## src/rtl/lsu.sv

```systemverilog
// lsu: RV32 load/store unit between the MEM stage and dmem.
// Checks alignment, drives one dmem request, returns the extended result or a cause.
module lsu #(
    parameter int TIMEOUT_CYCLES = 16
) (
    input  logic        clk_i,
    input  logic        rst_i,
    input  logic        valid_i,
    output logic        ready_o,
    input  logic        we_i,
    input  logic [2:0]  funct3_i,
    input  logic [31:0] addr_i,
    input  logic [31:0] wdata_i,
    output logic        mem_valid_o,
    input  logic        mem_ready_i,
    output logic        mem_we_o,
    output logic [3:0]  mem_be_o,
    output logic [31:0] mem_addr_o,
    output logic [31:0] mem_wdata_o,
    input  logic [31:0] mem_rdata_i,
    input  logic        mem_valid_i,
    output logic        mem_ready_o,
    output logic        valid_o,
    input  logic        ready_i,
    output logic [31:0] rdata_o,
    output logic        err_o,
    output logic [3:0]  cause_o,
    output logic [31:0] badaddr_o
);

    localparam int CW = $clog2(TIMEOUT_CYCLES + 1);

    typedef enum logic [1:0] {IDLE, REQ, WAIT, RESP} state_t;

    state_t        state_q, state_d;
    logic          we_q;
    logic [2:0]    f3_q;
    logic [31:0]   addr_q;
    logic [3:0]    be_q;
    logic [31:0]   wdata_q;
    logic [31:0]   rdata_q;
    logic          err_q;
    logic [3:0]    cause_q;
    logic [CW-1:0] cnt_q;

    logic        accept;
    logic        illegal;
    logic        misal;
    logic [3:0]  be_d;
    logic [31:0] wdata_d;
    logic [31:0] shifted;
    logic [31:0] ext;
    logic        timeout;

    assign ready_o     = (state_q == IDLE) & ~rst_i;
    assign mem_ready_o = ~rst_i;
    assign accept      = valid_i & ready_o;

    assign mem_valid_o = (state_q == REQ);
    assign mem_we_o    = we_q;
    assign mem_be_o    = be_q;
    assign mem_addr_o  = {addr_q[31:2], 2'b00};
    assign mem_wdata_o = wdata_q;

    assign valid_o   = (state_q == RESP);
    assign rdata_o   = rdata_q;
    assign err_o     = err_q;
    assign cause_o   = cause_q;
    assign badaddr_o = err_q ? addr_q : 32'h0;

    assign timeout = (cnt_q == CW'(TIMEOUT_CYCLES - 1));

    // Unsigned widths are loads only; a store with them is undefined.
    always_comb begin
        illegal = (funct3_i == 3'b011) | (funct3_i[2:1] == 2'b11)
                | (we_i & funct3_i[2]);
        misal   = 1'b0;
        be_d    = 4'b1111;
        wdata_d = wdata_i;
        unique case (1'b1)
            (funct3_i[1:0] == 2'b00): begin
                be_d    = 4'b0001 << addr_i[1:0];
                wdata_d = {4{wdata_i[7:0]}};
            end
            (funct3_i[1:0] == 2'b01): begin
                misal   = addr_i[0];
                be_d    = 4'b0011 << addr_i[1:0];
                wdata_d = {2{wdata_i[15:0]}};
            end
            default: begin
                misal = (addr_i[1:0] != 2'b00);
            end
        endcase
    end

    always_comb begin
        shifted = mem_rdata_i >> {addr_q[1:0], 3'b000};
        ext     = shifted;
        case (f3_q)
            3'b000:  ext = {{24{shifted[7]}}, shifted[7:0]};
            3'b100:  ext = {24'h0, shifted[7:0]};
            3'b001:  ext = {{16{shifted[15]}}, shifted[15:0]};
            3'b101:  ext = {16'h0, shifted[15:0]};
            default: ext = shifted;
        endcase
    end

    always_ff @(posedge clk_i) begin
        if (rst_i) begin
            state_q <= IDLE;
        end else begin
            state_q <= state_d;
        end
    end

    always_comb begin
        state_d = state_q;
        unique case (state_q)
            IDLE: begin
                if (accept) begin
                    state_d = (illegal | misal) ? RESP : REQ;
                end
            end
            REQ: begin
                if (mem_ready_i) state_d = WAIT;
            end
            WAIT: begin
                if (mem_valid_i | timeout) state_d = RESP;
            end
            RESP: begin
                if (ready_i) state_d = IDLE;
            end
            default: state_d = IDLE;
        endcase
    end

    always_ff @(posedge clk_i) begin
        if (rst_i) begin
            we_q    <= 1'b0;
            f3_q    <= 3'b000;
            addr_q  <= 32'h0;
            be_q    <= 4'h0;
            wdata_q <= 32'h0;
            rdata_q <= 32'h0;
            err_q   <= 1'b0;
            cause_q <= 4'h0;
            cnt_q   <= '0;
        end else begin
            unique case (state_q)
                IDLE: begin
                    if (accept) begin
                        we_q    <= we_i;
                        f3_q    <= funct3_i;
                        addr_q  <= addr_i;
                        be_q    <= be_d;
                        wdata_q <= wdata_d;
                        rdata_q <= 32'h0;
                        err_q   <= illegal | misal;
                        if (illegal)    cause_q <= 4'd2;
                        else if (misal) cause_q <= we_i ? 4'd6 : 4'd4;
                        else            cause_q <= 4'd0;
                    end
                end
                REQ: begin
                    if (mem_ready_i) cnt_q <= '0;
                end
                WAIT: begin
                    // A response arriving on the last wait cycle beats the timeout.
                    if (mem_valid_i) begin
                        rdata_q <= we_q ? 32'h0 : ext;
                    end else if (timeout) begin
                        err_q   <= 1'b1;
                        cause_q <= we_q ? 4'd7 : 4'd5;
                    end else begin
                        cnt_q <= cnt_q + CW'(1);
                    end
                end
                default: ;
            endcase
        end
    end

endmodule

```

## config.mk

```make
export PLATFORM = sky130hd
export DESIGN_NAME = lsu
export DESIGN_NICKNAME = d
export VERILOG_FILES = /design/src/rtl/lsu.sv
export SDC_FILE = /design/constraint.sdc
export NUM_CORES = 1
export LEC_CHECK = 0
export ABC_CLOCK_PERIOD_IN_PS = 2500
export CAP_MARGIN = 25
export CORE_MARGIN = 2
export CORE_UTILIZATION = 42
export DETAILED_ROUTE_END_ITERATION = 10
export PLACE_DENSITY = 0.81
export SYNTH_ARGS = -nofsm -noshare
export SYNTH_HDL_FRONTEND = slang
export SYNTH_SLANG_ARGS = --single-unit
```

## constraint.sdc

```tcl
create_clock -name clk_i -period 2.5 [get_ports clk_i]
set_input_delay 0.375 -clock clk_i [delete_from_list [all_inputs] [get_ports clk_i]]
set_output_delay 0.375 -clock clk_i [all_outputs]
set_load 0.005 [all_outputs]
```

### Met3 routing, run 1

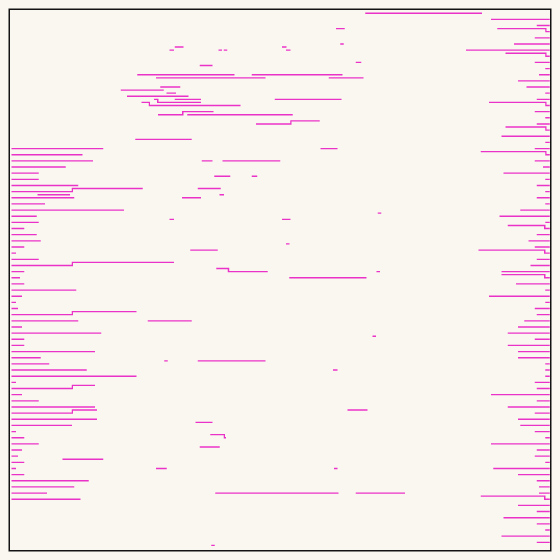
- longest straight run: 27.4 microns
- nets with wire on the layer: 178
- share of all routed wire: 8.4%
- wire length on this layer: 1460 microns

### Clock wiring as the flow saved it, run 1

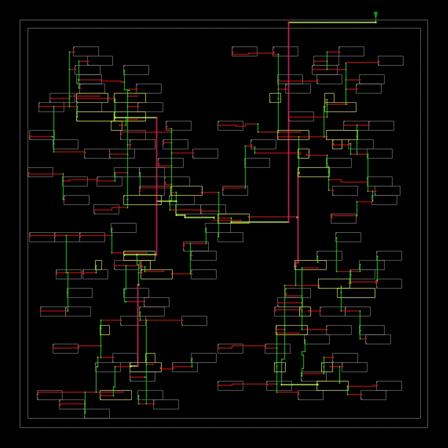
power in the clock group: 0.00247 W
clk latency late pin: 0.41 ns
clk_skew: 0.00845 ns

==> flow_summary.json, run 1 <==
{
  "netSwitchingFraction": 0.321,
  "timing.rr.start": "state_q[0]",
  "slew-limit-headroom": 0.411,
  "drive_gt1_frac": 0.107,
  "ys_seq_frac": 0.412,
  "area_growth_pct": 53.5,
  "cap_violations": 0,
  "rsz0062_at_grt": "no",
  "numSynthFlops": 115,
  "ff2ff_path_depth": 6,
  "dpl_worst_slack_ns": 0.208,
  "tightest_slew_ns": 0.883,
  "postCtsSetupBuffers": 0,
  "route.antenna.remaining_nets": 0,
  "yosysUniqueCellTypes": 45,
  "setup_viol": 0,
  "hold_viol_final": 0,
  "cts.sinks": 115,
  "cts_tree": "done",
  "p_sw_w": 0.00236,
  "cts_buffers": 17,
  "status": "finished clean",
  "ctsHtreeMaxLevel": 4,
  "final_nets": 966,
  "critPathArrivalTime_ns": 1.92,
  "p_per_area_nw_per_um2": 856,
  "n_antenna_cell": 0,
  "pwr-share-clk": 0.337,
  "core_area_sq_um": 13100,
  "avgViaCountPerCell": 5.20,
  "rr_endpoint": "rdata_o[21]",
  "rows": 42,
  "syn_area_per_cell_sq_um": 8.59,
  "hp-class": "primary input to flop",
  "synth.top_cell.area_share": 0.412,
  "worstPathMaxFanout": 10,
  "yosysChipArea_sq_um": 5590,
  "power.internal_w": 0.00499,
  "fin_cells": 1042,
  "max-vdd-ir-drop_mv": 0.486,
  "critPathTopFamily": "buffers and inverters",
  "syn_inst": 651,
  "cts_hold_buf": 0,
  "io_pins": 248,
  "fillers": 1078,
  "grt.overflow.total": 0,
  "drv_slew": 0,
  "synth.largest_area_cell": "dfxtp_1",
  "hold_depth": 3,
  "critPathSlowestCell": "clkdlybuf4s50_1",
  "start_kind": "flop"
}
### Wiring by layer, run 1

Scale bar: 20 microns. Only two layers are drawn.
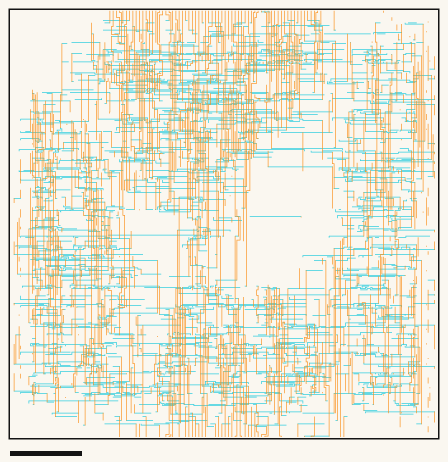
- metal 2: orange (wire length 8630 microns)
- metal 1: cyan (wire length 6770 microns)
Routed WL per cell: 16.6 microns
Vias: 5419
Tot GR Track Use: 0.242
WL final: 17.3 mm

-- run 1: cells by family (layout without fill, tap and decap cells) --
group | count (synthesis) | in the layout | synth area share
simple gates | 228 | 228 | 0.182
compound gates | 163 | 163 | 0.198
flops | 115 | 115 | 0.412
buf+inv | 91 | 304 | 0.0882
mux | 43 | 43 | 0.0987
fa+ha+maj | 7 | 7 | 0.0157
xor+xnor | 3 | 3 | 0.00470
other cells | 1 | 3 | 0.000671
-- run 1: final cells by class --
type                       count  area, sq um  area share
clock buffer                  17          425      0.0496
inverter                       8         30.0     0.00350
clock inverter                15          185      0.0216
sequential                   115         2300       0.268
multi-input combinational    447         2810       0.327
timing repair buffer         264         2610       0.304
tap                          176          220      0.0257
-- run 1: through the flow --
stage / power (W) / instance area [sq um]
global placement: 0.00487 / 7970
CTS: 0.00741 / 8580
floorplan: 0.00377 / 5600
global route: 0.00777 / 8580
finish: 0.00735 / 8580
detailed placement: 0.00491 / 7970
-- run 1: power groups by stage --
stage               Combinational, W  Clock (W)  Sequential [W]
finish                       0.00251    0.00247         0.00236
global route                 0.00275    0.00261         0.00240
CTS                          0.00252    0.00252         0.00237
detailed placement           0.00251          0         0.00240
global placement             0.00248          0         0.00239
floorplan                    0.00141          0         0.00236
-- run 1: state kept, by name, indices dropped and copies added, names as in the netlist --
| name | flops |
|---|---|
| f3_q | 3 |
| state_q | 2 |
| mem_we_o | 1 |
| err_o | 1 |
| rdata_o | 32 |
| addr_q | 32 |
| mem_wdata_o | 32 |
| mem_be_o | 4 |
| cause_o | 3 |
| cnt_q | 5 |
-- run 1: tightest hold or removal path: stages --
cell and delay, ns:
buf_2 0.11, buf_4 0.23, a21oi_1 0.06
-- run 1: how the worst max path moves through the flow --
stage | to | slack, ns | depth (start not counted)
global route | ready_o | 0.06 | 4
finish | ready_o | 0.21 | 4
detailed placement | rdata_o[20] | 0.21 | 5
floorplan | rdata_o[19] | 0.49 | 9
global placement | rdata_o[22] | 0.25 | 5
CTS | ready_o | 0.20 | 4
-- run 1: layer usage --
layer	up-vias	track usage	wire (microns)
li1	2649	-	-
met1	2498	0.268	6770
met2	237	0.415	8630
met3	35	0.0872	1460
met4	0	0.110	481
met5	-	0	0
-- run 1: placed cells by master, fill, tap and decap left out, drive strengths merged, types with 11 or more instances in the layout --
cell type	synthesis	layout
and2	34	34
a22oi	11	11
a221o	16	16
mux2i	18	18
nor2	41	41
nand2	130	130
dfxtp	115	115
o21ai	27	27
a21oi	65	65
clkdlybuf4s50	0	243
clkbuf	35	17
mux2	17	17
buf	48	21
==> run 2, diff against run 1 <==
- TNS_END_PERCENT: unset -> 100
### Signal wires on met2, run 2

Scale bar: 20 microns.
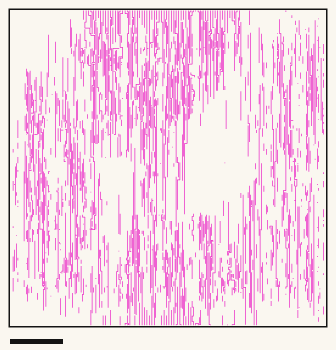
- wire length on this layer: 8630 microns
- main direction: vertical
- nets with wire on the layer: 794
- share of all routed wire: 50%
- longest straight run: 54.6 microns
GR Layer Usage met2: 0.415

### PDN straps and rails, run 2

Scale bar: 20 microns. Pins as bars on the die edge.
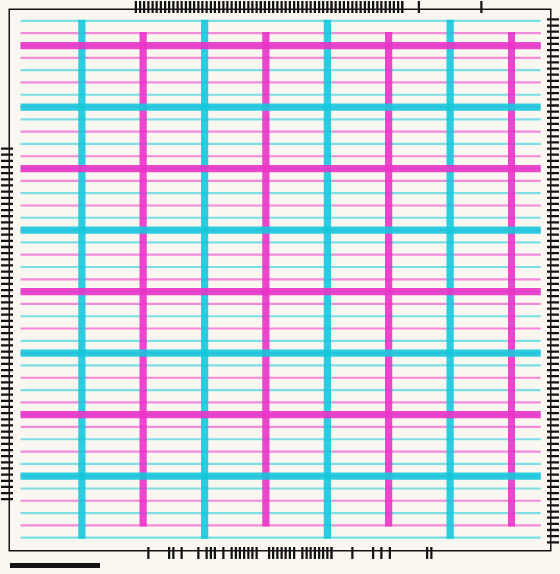
- VSS: cyan
- VDD: magenta
- rows: 42
- met5 straps: 8
die height: 119 microns
die width: 119 microns

==> flow_summary.json, run 2 <==
{
  "status": "finished clean",
  "cts_hold_buf": 0,
  "synth.top_cell.area_share": 0.412,
  "yosysChipArea_sq_um": 5590,
  "final_common_cell": "clkdlybuf4s50_1",
  "rsz0062_at_grt": "no",
  "route.antenna.remaining_nets": 0,
  "ff2ff_path_depth": 6,
  "worstPathMaxFanout": 10,
  "numSynthFlops": 115,
  "via_count": 5419,
  "yosysUniqueCellTypes": 45,
  "area_growth_pct": 53.5,
  "dpl_worst_slack_ns": 0.208,
  "timing.rr.start": "state_q[0]",
  "most-common-layout-cells": "243 x clkdlybuf4s50_1, 129 x nand2_1, 115 x dfxtp_1, 65 x a21oi_1, 41 x nor2_1",
  "p_leak_nw": 3.19,
  "synth.largest_area_cell": "dfxtp_1",
  "placed_cell_area_sq_um": 7970,
  "cts_buffers": 17,
  "drv_slew": 0,
  "hp-class": "primary input to flop",
  "io_pins": 248,
  "ys_seq_frac": 0.412,
  "syn_inst": 651,
  "wire_per_inst_microns": 16.6,
  "gr-max-usage-layer": "met2",
  "critical_path_cell_count": 4,
  "critPathArrivalTime_ns": 1.92,
  "crit_end": "ready_o",
  "critPathSlowestCell": "clkdlybuf4s50_1",
  "final_core_util": 0.653,
  "grt_use_met3": 0.0872,
  "drive_gt1_frac": 0.107,
  "rr_endpoint": "rdata_o[21]",
  "slew-limit-headroom": 0.411,
  "cts_tree": "done",
  "cap_violations": 0,
  "postCtsSetupBuffers": 0,
  "min_period_ns": 2.29,
  "avgViaCountPerCell": 5.20,
  "crit_type": "flop to primary output",
  "drt_wl_total_mm": 17.3,
  "skew_ns": 0.00845,
  "critPathTopFamily": "buffers and inverters",
  "grtUsageTotal": 0.242,
  "final_nets": 966,
  "max-vdd-ir-drop_mv": 0.486,
  "rows": 42,
  "hold_viol_final": 0,
  "syn_area_per_cell_sq_um": 8.59,
  "tightest_slew_ns": 0.883,
  "grt.overflow.total": 0,
  "ff_latch_area_sq_um": 2300,
  "ctsHtreeMaxLevel": 4,
  "setup_viol": 0,
  "insertion_delay_ns": 0.41,
  "comb_area_sq_um": 2810,
  "fin_area_sq_um": 8580,
  "start_kind": "flop",
  "met1_usage": 0.268
}
### Clock wiring as the flow saved it, run 2

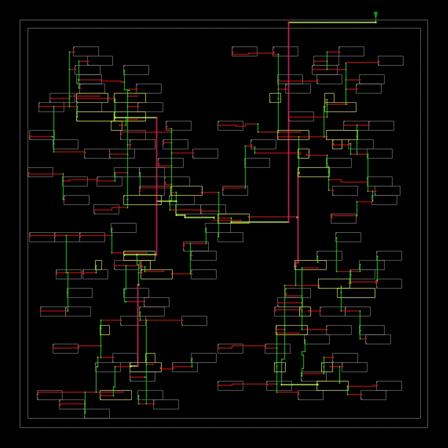
FF+latch count: 115
clk sinks: 115
clkbuf count: 17

run 2: cells by family (layout without fill, tap and decap cells):
family                   count (synthesis)  count (layout)  share of synthesized area
adder cells (fa/ha/maj)                  7               7                     0.0157
flip-flops                             115             115                      0.412
AND/OR/NAND/NOR                        228             228                      0.182
XOR/XNOR                                 3               3                    0.00470
buffers and inverters                   91             304                     0.0882
AND-OR/OR-AND                          163             163                      0.198
other                                    1               3                   0.000671
multiplexers                            43              43                     0.0987
run 2: metrics by stage:
stage | cells | total power, W
after CTS | 1042 | 0.00741
after global routing | 1042 | 0.00777
after floorplan | 653 | 0.00377
after detailed placement | 1010 | 0.00491
after global placement | 1010 | 0.00487
final | 1042 | 0.00735
run 2: per-layer routing:
metal	vias up	wire (microns)
met5	-	0
met4	0	481
met3	35	1460
met2	237	8630
met1	2498	6770
li1	2649	-
run 2: area by class of cell:
type,instances,share of cell area
clock inverter,15,0.0216
multi-input combinational,447,0.327
sequential,115,0.268
tap,176,0.0257
timing repair buffer,264,0.304
clock buffer,17,0.0496
inverter,8,0.00350
run 2: report_power, final:
part	internal (W)	leakage, nW	switching, W
clock	0.00157	0.282	0.000899
combinational	0.00127	1.97	0.00124
sequential	0.00214	0.939	0.000218
run 2: how the worst min path moves through the flow:
| stage | end | slack [ns] | cells past startpoint |
|---|---|---|---|
| floorplan | cnt_q[4] | 0.43 | 2 |
| global placement | cnt_q[4] | 0.44 | 2 |
| detailed placement | cnt_q[4] | 0.45 | 2 |
| CTS | f3_q[2] | 0.41 | 3 |
| global route | addr_q[4] | 0.45 | 3 |
| finish | f3_q[1] | 0.43 | 3 |
run 2: worst min-delay path, cell delays in order:
cell     delay [ns]
buf_2          0.11
buf_4          0.23
a21oi_1        0.06
Power and IR drop assume default switching activity.
